Fig. 1: cells coloured by class
Drawn at 12 px/micron.
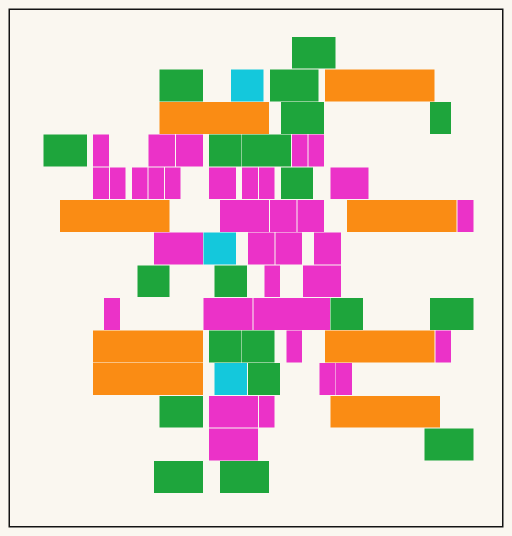
Fig. 2: I/O pins on the die edge
Drawn at 8 px/micron. Pins as bars across the die edge, other pins in grey.
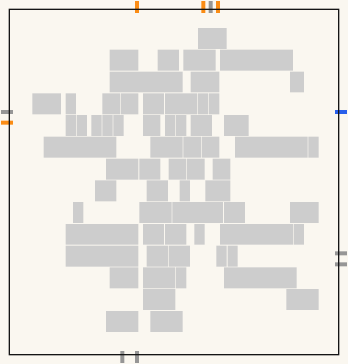
File: config.mk
export PLATFORM = sky130hd
export DESIGN_NAME = piso_serializer_flat
export DESIGN_NICKNAME = d
export VERILOG_FILES = /design/src/rtl/piso_serializer_if.sv /design/src/rtl/piso_serializer.sv /design/src/flat_wrapper.sv
export SDC_FILE = /design/constraint.sdc
export NUM_CORES = 1
export LEC_CHECK = 0
export ABC_AREA = 1
export CAP_MARGIN = 20
export CORE_AREA = 2 2 39 41
export CTS_BUF_LIST = sky130_fd_sc_hd__clkbuf_2 sky130_fd_sc_hd__clkbuf_4 sky130_fd_sc_hd__clkbuf_8
export CTS_CLUSTER_SIZE = 14
export DETAILED_ROUTE_END_ITERATION = 7
export DIE_AREA = 0 0 41 43
export GPL_ROUTABILITY_DRIVEN = 0
export HOLD_SLACK_MARGIN = 0.05
export PLACE_DENSITY_LB_ADDON = 0.05
export SYNTH_ARGS = -nofsm -noshare
export SYNTH_HDL_FRONTEND = slang
export SYNTH_SLANG_ARGS = --single-unit
File: constraint.sdc
create_clock -name Clk -period 0.9 [get_ports Clk]
set_clock_uncertainty 0.05 [all_clocks]
set_input_delay 0.18 -clock Clk [delete_from_list [all_inputs] [get_ports Clk]]
set_output_delay 0.18 -clock Clk [all_outputs]
set_load 0.01 [all_outputs]
File: src/rtl/piso_serializer_if.sv
// Parallel word handshake between an upstream producer and the serializer.
interface piso_serializer_if #(
    parameter int WIDTH = 4
);
    logic [WIDTH-1:0] Data;
    logic             Valid;
    logic             Ready;

    modport master (output Data, output Valid, input Ready);
    modport slave  (input Data, input Valid, output Ready);
endinterface

File: src/rtl/piso_serializer.sv
// Parallel-in serial-out transmitter: shifts a handshaken word out MSB first,
// with an optional idle gap between words.
module piso_serializer #(
    parameter int   WIDTH      = 4,
    parameter int   GAP        = 0,
    parameter logic IDLE_LEVEL = 1'b0
) (
    input  logic               Clk,
    input  logic               Rst,
    piso_serializer_if.slave   up,
    output logic               SerOut,
    output logic               Busy,
    output logic               FrameEnd
);
    localparam int CW = $clog2(WIDTH);
    localparam int GW = (GAP > 0) ? $clog2(GAP + 1) : 1;

    typedef enum logic [1:0] {S_IDLE, S_SHIFT, S_GAP} state_t;

    state_t           state_q, state_d;
    logic [WIDTH-1:0] sreg_q,  sreg_d;
    logic [CW-1:0]    cnt_q,   cnt_d;
    logic [GW-1:0]    gcnt_q,  gcnt_d;
    logic             ser_q,   ser_d;
    logic             fend_q,  fend_d;
    logic             hs;

    assign up.Ready = (state_q == S_IDLE) ||
                      (state_q == S_SHIFT && cnt_q == '0 && GAP == 0);
    assign hs       = up.Valid && up.Ready;
    assign SerOut   = ser_q;
    assign FrameEnd = fend_q;
    assign Busy     = (state_q != S_IDLE);

    always_ff @(posedge Clk or posedge Rst) begin
        if (Rst) begin
            state_q <= S_IDLE;
            sreg_q  <= '0;
            cnt_q   <= '0;
            gcnt_q  <= '0;
            ser_q   <= IDLE_LEVEL;
            fend_q  <= 1'b0;
        end else begin
            state_q <= state_d;
            sreg_q  <= sreg_d;
            cnt_q   <= cnt_d;
            gcnt_q  <= gcnt_d;
            ser_q   <= ser_d;
            fend_q  <= fend_d;
        end
    end

    always_comb begin
        state_d = state_q;
        sreg_d  = sreg_q;
        cnt_d   = cnt_q;
        gcnt_d  = gcnt_q;
        ser_d   = ser_q;
        fend_d  = 1'b0;
        unique case (state_q)
            S_IDLE: begin
                ser_d = IDLE_LEVEL;
                if (hs) begin
                    state_d = S_SHIFT;
                    sreg_d  = up.Data;
                    ser_d   = up.Data[WIDTH-1];
                    cnt_d   = CW'(WIDTH - 1);
                end
            end
            S_SHIFT: begin
                if (cnt_q != '0) begin
                    sreg_d = sreg_q << 1;
                    ser_d  = sreg_q[WIDTH-2];
                    cnt_d  = cnt_q - 1'b1;
                    fend_d = (cnt_q == CW'(1));
                end else if (GAP > 0) begin
                    state_d = S_GAP;
                    gcnt_d  = GW'(GAP - 1);
                    ser_d   = IDLE_LEVEL;
                end else if (hs) begin
                    // Back-to-back: the next MSB directly follows Data[0].
                    sreg_d = up.Data;
                    ser_d  = up.Data[WIDTH-1];
                    cnt_d  = CW'(WIDTH - 1);
                end else begin
                    state_d = S_IDLE;
                    ser_d   = IDLE_LEVEL;
                end
            end
            S_GAP: begin
                ser_d = IDLE_LEVEL;
                if (gcnt_q == '0) state_d = S_IDLE;
                else              gcnt_d  = gcnt_q - 1'b1;
            end
            default: begin
                state_d = S_IDLE;
                ser_d   = IDLE_LEVEL;
            end
        endcase
    end
endmodule

File: src/flat_wrapper.sv
// flat-port wrapper written by rule: the top's interface ports become plain ports
module piso_serializer_flat 
#(
    parameter int   WIDTH      = 4,
    parameter int   GAP        = 0,
    parameter logic IDLE_LEVEL = 1'b0
)
  (Clk, Rst, SerOut, Busy, FrameEnd, up_Data, up_Valid, up_Ready);
  piso_serializer_if #(.WIDTH(WIDTH)) up_i ();
  input  logic Clk;
  input  logic Rst;
  output logic SerOut;
  output logic Busy;
  output logic FrameEnd;
  input wire logic [$bits(up_i.Data)-1:0] up_Data;
  input wire logic [$bits(up_i.Valid)-1:0] up_Valid;
  output wire logic [$bits(up_i.Ready)-1:0] up_Ready;
  assign up_i.Data = up_Data;
  assign up_i.Valid = up_Valid;
  assign up_Ready = up_i.Ready;
  piso_serializer #(.WIDTH(WIDTH), .GAP(GAP), .IDLE_LEVEL(IDLE_LEVEL)) u_core (.Clk(Clk), .Rst(Rst), .up(up_i), .SerOut(SerOut), .Busy(Busy), .FrameEnd(FrameEnd));
endmodule
==> results.txt <==
flow finished, numbers: dominant kind of cell by area flip-flops and latches, FF+latch area 200.2 sq um, bufs w/o clock 20, CTS tree done, Switching Fraction 0.3842, Seq share, synth 0.5498, clock-net power 0.280 mW, Net Count, Synth 49, Hold WS 0.1186 ns, largest net degree at the start of global routing 9, setup ws final -0.3752 ns, # DRC 0, max FFs per register 3, GR peak layer met2, clock slew seen by the registers of the worst setup and hold paths 0.06 ns, total power draw 2.315 mW, P_comb 1.42 mW, Final period util 1.417, crit path from u_core.state_q[0], ANT cells 0, yosys cell count 42, chip footprint 1763 sq um, yosys xor share 0, share of cells above drive strength 1 0.5077, Final Setup Violations 12, H-tree lvl count 1, Die H 43 microns, worst path bufs/invs 3, reg-to-reg setup timing slack -0.27 ns, Area growth syn-to-layout 73.88%, Cells after Synth 42, top cells, area dfrtp_1 (55%), nand2_1 (8.2%), inv_1 (7.2%), nand2_2 (5.2%), nor2_1 (5.2%), clock-cell share of area 0.03557, synth cell count leaders dfrtp_1 (8), nand2_1 (8), inv_1 (7), Non-Clock Buffer Area Fraction 0.2866, Clock Power Share 0.121, VDD IR max 1172 uV, DR vias/cell 4.198, CP Class register to primary output, CP Capture Point up_Ready, Die Wd 41 microns, leak pwr 0.3197 nW, r2r startpoint u_core.state_q[0], failing checks negative setup slack, Largest delay share family, worst path flip-flops, Top cell area share 0.5498, Async SR Flop Fraction 1.000, final hold violations 0, NetSw 0.8895 mW, Worst EP arrival 1.05 ns, Gate Area 175.2 sq um, met3 Track Usage GR 0.03141, Detail Route met2 WL 446 microns, PortBufs 10, Int Pwr 1.426 mW, fmax 0.7842 GHz, Reg-to-Reg End u_core.sreg_q[0], status finished, violations left, flip-flop and latch count 8, worst-path fanout max 2, Mux cell area share 0, global-route wire length before repair 1531 microns, routed length on met1 320 microns, Hold Crit Class primary input to async pin, Seq group 0.614 mW, min Tclk post-route 1.275 ns, Reg power frac 0.265, Syn Area/Cell 8.669 sq um, Complex Gates by Area 0.05842, combinational share of cell area 0.2767, Top Metal Used met4, gr usage total 0.1332, inverters 9
-- Fig. 1 (at the start) --
Key: cyan = clock drivers [cells 3, share of their area 3.7%]; magenta = combinational and other logic [cells 34, share of their area 34%]; green = remaining buffers and delay cells [cells 20, share of their area 30%]; orange = sequential cells [cells 8, share of their area 33%]

-- Fig. 2 (at the start) --
Key: orange = `up_Data` [pins 4, direction input, edge 3 north, 1 west]; blue = `SerOut` [pins 1, direction output, edge east]
All pins by edge: 4 north, 3 east, 2 south, 2 west.

No activity file was given, so power comes from the tool's default toggle rates.
